==> images/m4.png <==
Scale: 1.5 px per µm.
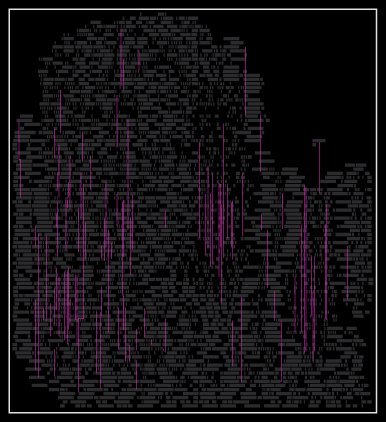
==> images/closeup.png <==
Window x 173 to 193, y 57 to 77 µm. Cells in grey, sequential cells in the stronger grey; small squares are vias.
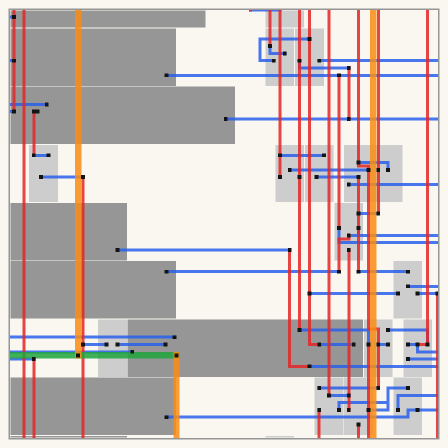
==> images/congestion_map.png <==
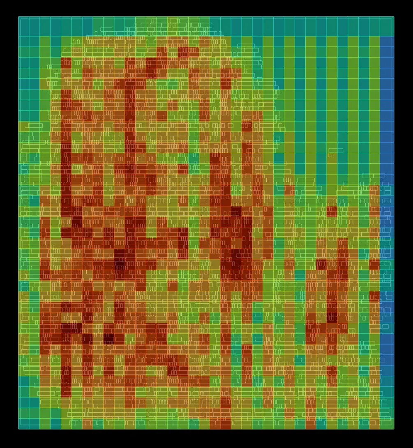
==> images/layers.png <==
Scale: 1.5 px per µm.
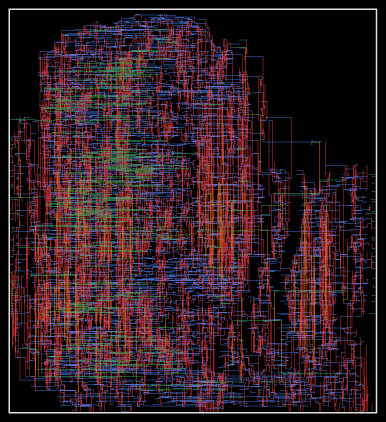
`src/rtl/fpu_mul_seq.sv`:
```
// fpu_mul_seq: sequential IEEE-754 multiplier, RNE rounding, exception flags.
// Define FPU_MUL_SUBNORMAL_EN for gradual underflow; default build flushes to zero.
module fpu_mul_seq #(
    parameter int EXP_W = 8,
    parameter int MAN_W = 23
) (
    input  logic                 clk,
    input  logic                 rst,
    input  logic                 start,
    input  logic [EXP_W+MAN_W:0] a,
    input  logic [EXP_W+MAN_W:0] b,
    output logic [EXP_W+MAN_W:0] result,
    output logic [3:0]           flags,
    output logic                 done,
    output logic                 busy
);
    localparam int W  = 1 + EXP_W + MAN_W;
    localparam int M  = MAN_W + 1;
    localparam int P  = 2 * M;
    localparam int EW = EXP_W + $clog2(M) + 2;
    localparam logic signed [EW-1:0] BIAS = EW'((1 << (EXP_W - 1)) - 1);
    localparam logic signed [EW-1:0] EMAX = EW'((1 << EXP_W) - 1);
    localparam logic [W-1:0] QNAN =
        {1'b0, {EXP_W{1'b1}}, 1'b1, {(MAN_W-1){1'b0}}};

    typedef enum logic [2:0] {
        IDLE, UNPACK, MULTIPLY, NORMALIZE, ROUND, DONE
    } state_t;

    typedef struct packed {
        logic                 zero;
        logic                 inf;
        logic                 nan;
        logic                 snan;
        logic [M-1:0]         man;
        logic signed [EW-1:0] exp;
    } opnd_t;

`ifdef FPU_MUL_SUBNORMAL_EN
    function automatic logic [EW-1:0] clz(input logic [M-1:0] m);
        logic [EW-1:0] n;
        n = EW'(M);
        for (int i = 0; i < M; i++)
            if (m[i]) n = EW'(M - 1 - i);
        return n;
    endfunction
`endif

    function automatic opnd_t classify(input logic [W-1:0] x);
        opnd_t o;
        logic [EXP_W-1:0] e;
        logic [MAN_W-1:0] f;
        logic e_max, e_min, f_nz;
`ifdef FPU_MUL_SUBNORMAL_EN
        logic [EW-1:0] lz;
`endif
        e     = x[W-2:MAN_W];
        f     = x[MAN_W-1:0];
        e_max = &e;
        e_min = ~|e;
        f_nz  = |f;
        o.nan  = e_max & f_nz;
        o.snan = e_max & f_nz & ~f[MAN_W-1];
        o.inf  = e_max & ~f_nz;
        o.man  = {~e_min, f};
        o.exp  = EW'(e);
`ifdef FPU_MUL_SUBNORMAL_EN
        o.zero = e_min & ~f_nz;
        // single-cycle pre-normalization: leading one moved to hidden position
        if (e_min && f_nz) begin
            lz    = clz(o.man);
            o.man = o.man << lz;
            o.exp = EW'(1) - lz;
        end
`else
        o.zero = e_min;
`endif
        return o;
    endfunction

    state_t state, state_nx;

    logic [W-1:0]         a_r, b_r;
    logic                 sign_r;
    opnd_t                oa_r, ob_r;
    logic [P-1:0]         prod_r;
    logic signed [EW-1:0] pexp_r;
    logic [MAN_W-1:0]     frac_r;
    logic                 guard_r, sticky_r, tiny_r;
    logic signed [EW-1:0] nexp_r;
    logic [W-1:0]         res_r;
    logic [3:0]           flg_r;

    logic [P-2:0]         pf;
    logic signed [EW-1:0] en;
    logic                 lost, tiny;
`ifdef FPU_MUL_SUBNORMAL_EN
    logic [EW-1:0]        sh;
    logic [P-1:0]         hv;
`endif

    logic                  inc, inexact;
    logic [EW+MAN_W-1:0]   rv;
    logic signed [EW-1:0]  rexp;
    logic [W-1:0]          res_c;
    logic [3:0]            flg_c;

    always_ff @(posedge clk) begin
        if (rst) state <= IDLE;
        else     state <= state_nx;
    end

    always_comb begin
        state_nx = state;
        unique case (state)
            IDLE:      if (start) state_nx = UNPACK;
            UNPACK:    state_nx = MULTIPLY;
            MULTIPLY:  state_nx = NORMALIZE;
            NORMALIZE: state_nx = ROUND;
            ROUND:     state_nx = DONE;
            DONE:      state_nx = IDLE;
            default:   state_nx = IDLE;
        endcase
    end

    always_comb begin
        pf   = prod_r[P-1] ? prod_r[P-2:0] : {prod_r[P-3:0], 1'b0};
        en   = prod_r[P-1] ? pexp_r + EW'(1) : pexp_r;
        tiny = en[EW-1] | (en == '0);
        lost = 1'b0;
`ifdef FPU_MUL_SUBNORMAL_EN
        sh = '0;
        hv = {1'b1, pf};
        // denormalize: hidden bit shifts into the fraction, exponent field 0
        if (tiny) begin
            sh   = EW'(1) - en;
            lost = |(hv & ~({P{1'b1}} << sh));
            pf   = (P-1)'(hv >> sh);
            en   = '0;
        end
`endif
    end

    always_comb begin
        inc     = guard_r & (sticky_r | frac_r[0]);
        // carry out of the fraction lands in the exponent field
        rv      = {nexp_r, frac_r} + {{(EW+MAN_W-1){1'b0}}, inc};
        rexp    = signed'(rv[EW+MAN_W-1:MAN_W]);
        inexact = guard_r | sticky_r;
        res_c   = {sign_r, rv[EXP_W+MAN_W-1:0]};
        flg_c   = {2'b00, tiny_r & inexact, inexact};
        if (oa_r.nan || ob_r.nan) begin
            res_c = QNAN;
            flg_c = {oa_r.snan | ob_r.snan, 3'b000};
        end else if ((oa_r.inf && ob_r.zero) || (oa_r.zero && ob_r.inf)) begin
            res_c = QNAN;
            flg_c = 4'b1000;
        end else if (oa_r.inf || ob_r.inf) begin
            res_c = {sign_r, {EXP_W{1'b1}}, {MAN_W{1'b0}}};
            flg_c = 4'b0000;
        end else if (oa_r.zero || ob_r.zero) begin
            res_c = {sign_r, {(W-1){1'b0}}};
            flg_c = 4'b0000;
        end else if (rexp >= EMAX) begin
            res_c = {sign_r, {EXP_W{1'b1}}, {MAN_W{1'b0}}};
            flg_c = 4'b0101;
        end
`ifndef FPU_MUL_SUBNORMAL_EN
        else if (tiny_r) begin
            res_c = {sign_r, {(W-1){1'b0}}};
            flg_c = 4'b0011;
        end
`endif
    end

    always_ff @(posedge clk) begin
        case (state)
            IDLE: if (start) begin
                a_r <= a;
                b_r <= b;
            end
            UNPACK: begin
                sign_r <= a_r[W-1] ^ b_r[W-1];
                oa_r   <= classify(a_r);
                ob_r   <= classify(b_r);
            end
            MULTIPLY: begin
                prod_r <= P'(oa_r.man) * P'(ob_r.man);
                pexp_r <= oa_r.exp + ob_r.exp - BIAS;
            end
            NORMALIZE: begin
                frac_r   <= pf[P-2 -: MAN_W];
                guard_r  <= pf[M-1];
                sticky_r <= (|pf[M-2:0]) | lost;
                nexp_r   <= en;
                tiny_r   <= tiny;
            end
            ROUND: begin
                res_r <= res_c;
                flg_r <= flg_c;
            end
            default: ;
        endcase
    end

    always_ff @(posedge clk) begin
        if (rst) begin
            busy   <= 1'b0;
            done   <= 1'b0;
            result <= '0;
            flags  <= '0;
        end else begin
            busy <= (state == UNPACK) || (state == MULTIPLY) ||
                    (state == NORMALIZE) || (state == ROUND);
            done <= (state == DONE);
            if (state == DONE) begin
                result <= res_r;
                flags  <= flg_r;
            end
        end
    end
endmodule

```
`config.mk`:
```
export PLATFORM = sky130hd
export DESIGN_NAME = fpu_mul_seq
export DESIGN_NICKNAME = d
export VERILOG_FILES = /design/src/rtl/fpu_mul_seq.sv
export SDC_FILE = /design/constraint.sdc
export NUM_CORES = 2
export LEC_CHECK = 0
export ABC_AREA = 1
export ABC_CLOCK_PERIOD_IN_PS = 9360
export CORE_ASPECT_RATIO = 1.1
export CORE_MARGIN = 1
export CORE_UTILIZATION = 50
export DETAILED_ROUTE_END_ITERATION = 8
export PLACE_DENSITY = 0.71
export SETUP_SLACK_MARGIN = 0.4
export SLEW_MARGIN = 20
export SYNTH_ARGS = -nofsm -noshare
export SYNTH_HDL_FRONTEND = slang
export SYNTH_SLANG_ARGS = --single-unit
```
`constraint.sdc`:
```
create_clock -name clk -period 9.36 [get_ports clk]
set_input_delay 2.808 -clock clk [delete_from_list [all_inputs] [get_ports clk]]
set_output_delay 2.808 -clock clk [all_outputs]
set_load 0.1 [all_outputs]
```
==> run_summary.xml <==
<?xml version="1.0" encoding="UTF-8"?>
<metrics>
  <group name="floorplanning">
    <metric name="io-pin-count" unit="">105</metric>
  </group>
  <group name="place">
    <metric name="placement.setup.worst_slack" unit="ns">2.136</metric>
    <metric name="gp_routability_congestion" unit="">0.9515</metric>
  </group>
  <group name="worst_hold_path">
    <metric name="worst_hold_startpoint" unit="">result[30]$_SDFFE_PP0P_</metric>
    <metric name="hold_class" unit="">flip-flop to flip-flop</metric>
    <metric name="hold_endpoint" unit="">result[30]$_SDFFE_PP0P_</metric>
  </group>
  <group name="drt">
    <metric name="viasPerCell" unit="">5.083</metric>
    <metric name="met1_length" unit="mm">30.93</metric>
    <metric name="maxUsedRoutingLayer" unit="">met4</metric>
    <metric name="ant_nets" unit="">0</metric>
    <metric name="met2_wirelength" unit="mm">38.58</metric>
  </group>
  <group name="final_layout">
    <metric name="area.share.sequential" unit="">0.2549</metric>
    <metric name="seq_cell_count" unit="">313</metric>
    <metric name="final_area" unit="µm²">35270</metric>
    <metric name="layout.clock_buffers" unit="">50</metric>
    <metric name="top_register" unit="">prod_r</metric>
    <metric name="top_regs" unit="">prod_r: 48 flops, oa_r: 36 flops, ob_r: 36 flops</metric>
  </group>
  <group name="run_status">
    <metric name="run_status" unit="">finished, final reports clean</metric>
  </group>
  <group name="critical_path">
    <metric name="worst_path_max_delay_cell" unit="">edfxtp_1</metric>
    <metric name="r2r_end" unit="">prod_r[45]$_DFFE_PP_</metric>
    <metric name="timing.reg2reg.setup_slack" unit="ns">2.00</metric>
  </group>
  <group name="yosys">
    <metric name="post_synth_fa_ha_maj_area_fraction" unit="">0.3754</metric>
    <metric name="syn-instance-count" unit="">3624</metric>
    <metric name="post_synth_xor_area_fraction" unit="">0.02179</metric>
    <metric name="topCellsByArea" unit="">fa_1 30%, edfxtp_1 25%, inv_1 12%, nand2_1 10%, ha_1 7.5%</metric>
  </group>
  <group name="clock_network">
    <metric name="tritoncts_buffers" unit="">36</metric>
  </group>
  <group name="global_routing">
    <metric name="antenna_found_initial" unit="">0</metric>
    <metric name="via_count_of_the_first_global_routing_pass" unit="">24602</metric>
  </group>
  <group name="timing">
    <metric name="setup_viol_count_final" unit="">0</metric>
  </group>
</metrics>
## Picture notes: m4.png
longest straight run: 111 µm
main direction: vertical
number of vias after detailed routing: 23,141
total length of routed wires: 78.84 mm

## Picture notes: closeup.png
[M2] red
[M3] green
[M4] orange
[M1] blue
cells with their middle in the window: 19
sequential cells in the window: 5
most frequent: nand2_1 (6), edfxtp_1 (5), inv_1 (4)
netlist names of flops here include: `nexp_r` (4), `frac_r` (1)

## Picture notes: congestion_map.png
share of the core filled with cells: 0.5546
overall global routing resource usage: 0.2505
routing layer with the top usage in global route: met2

## Picture notes: layers.png
[M1] blue | wire length: 30.9 mm
[M3] green | wire length: 5,730 µm
[M2] red | wire length: 38.6 mm
[M4] orange | wire length: 3,600 µm
WL per Instance: 17.32 µm

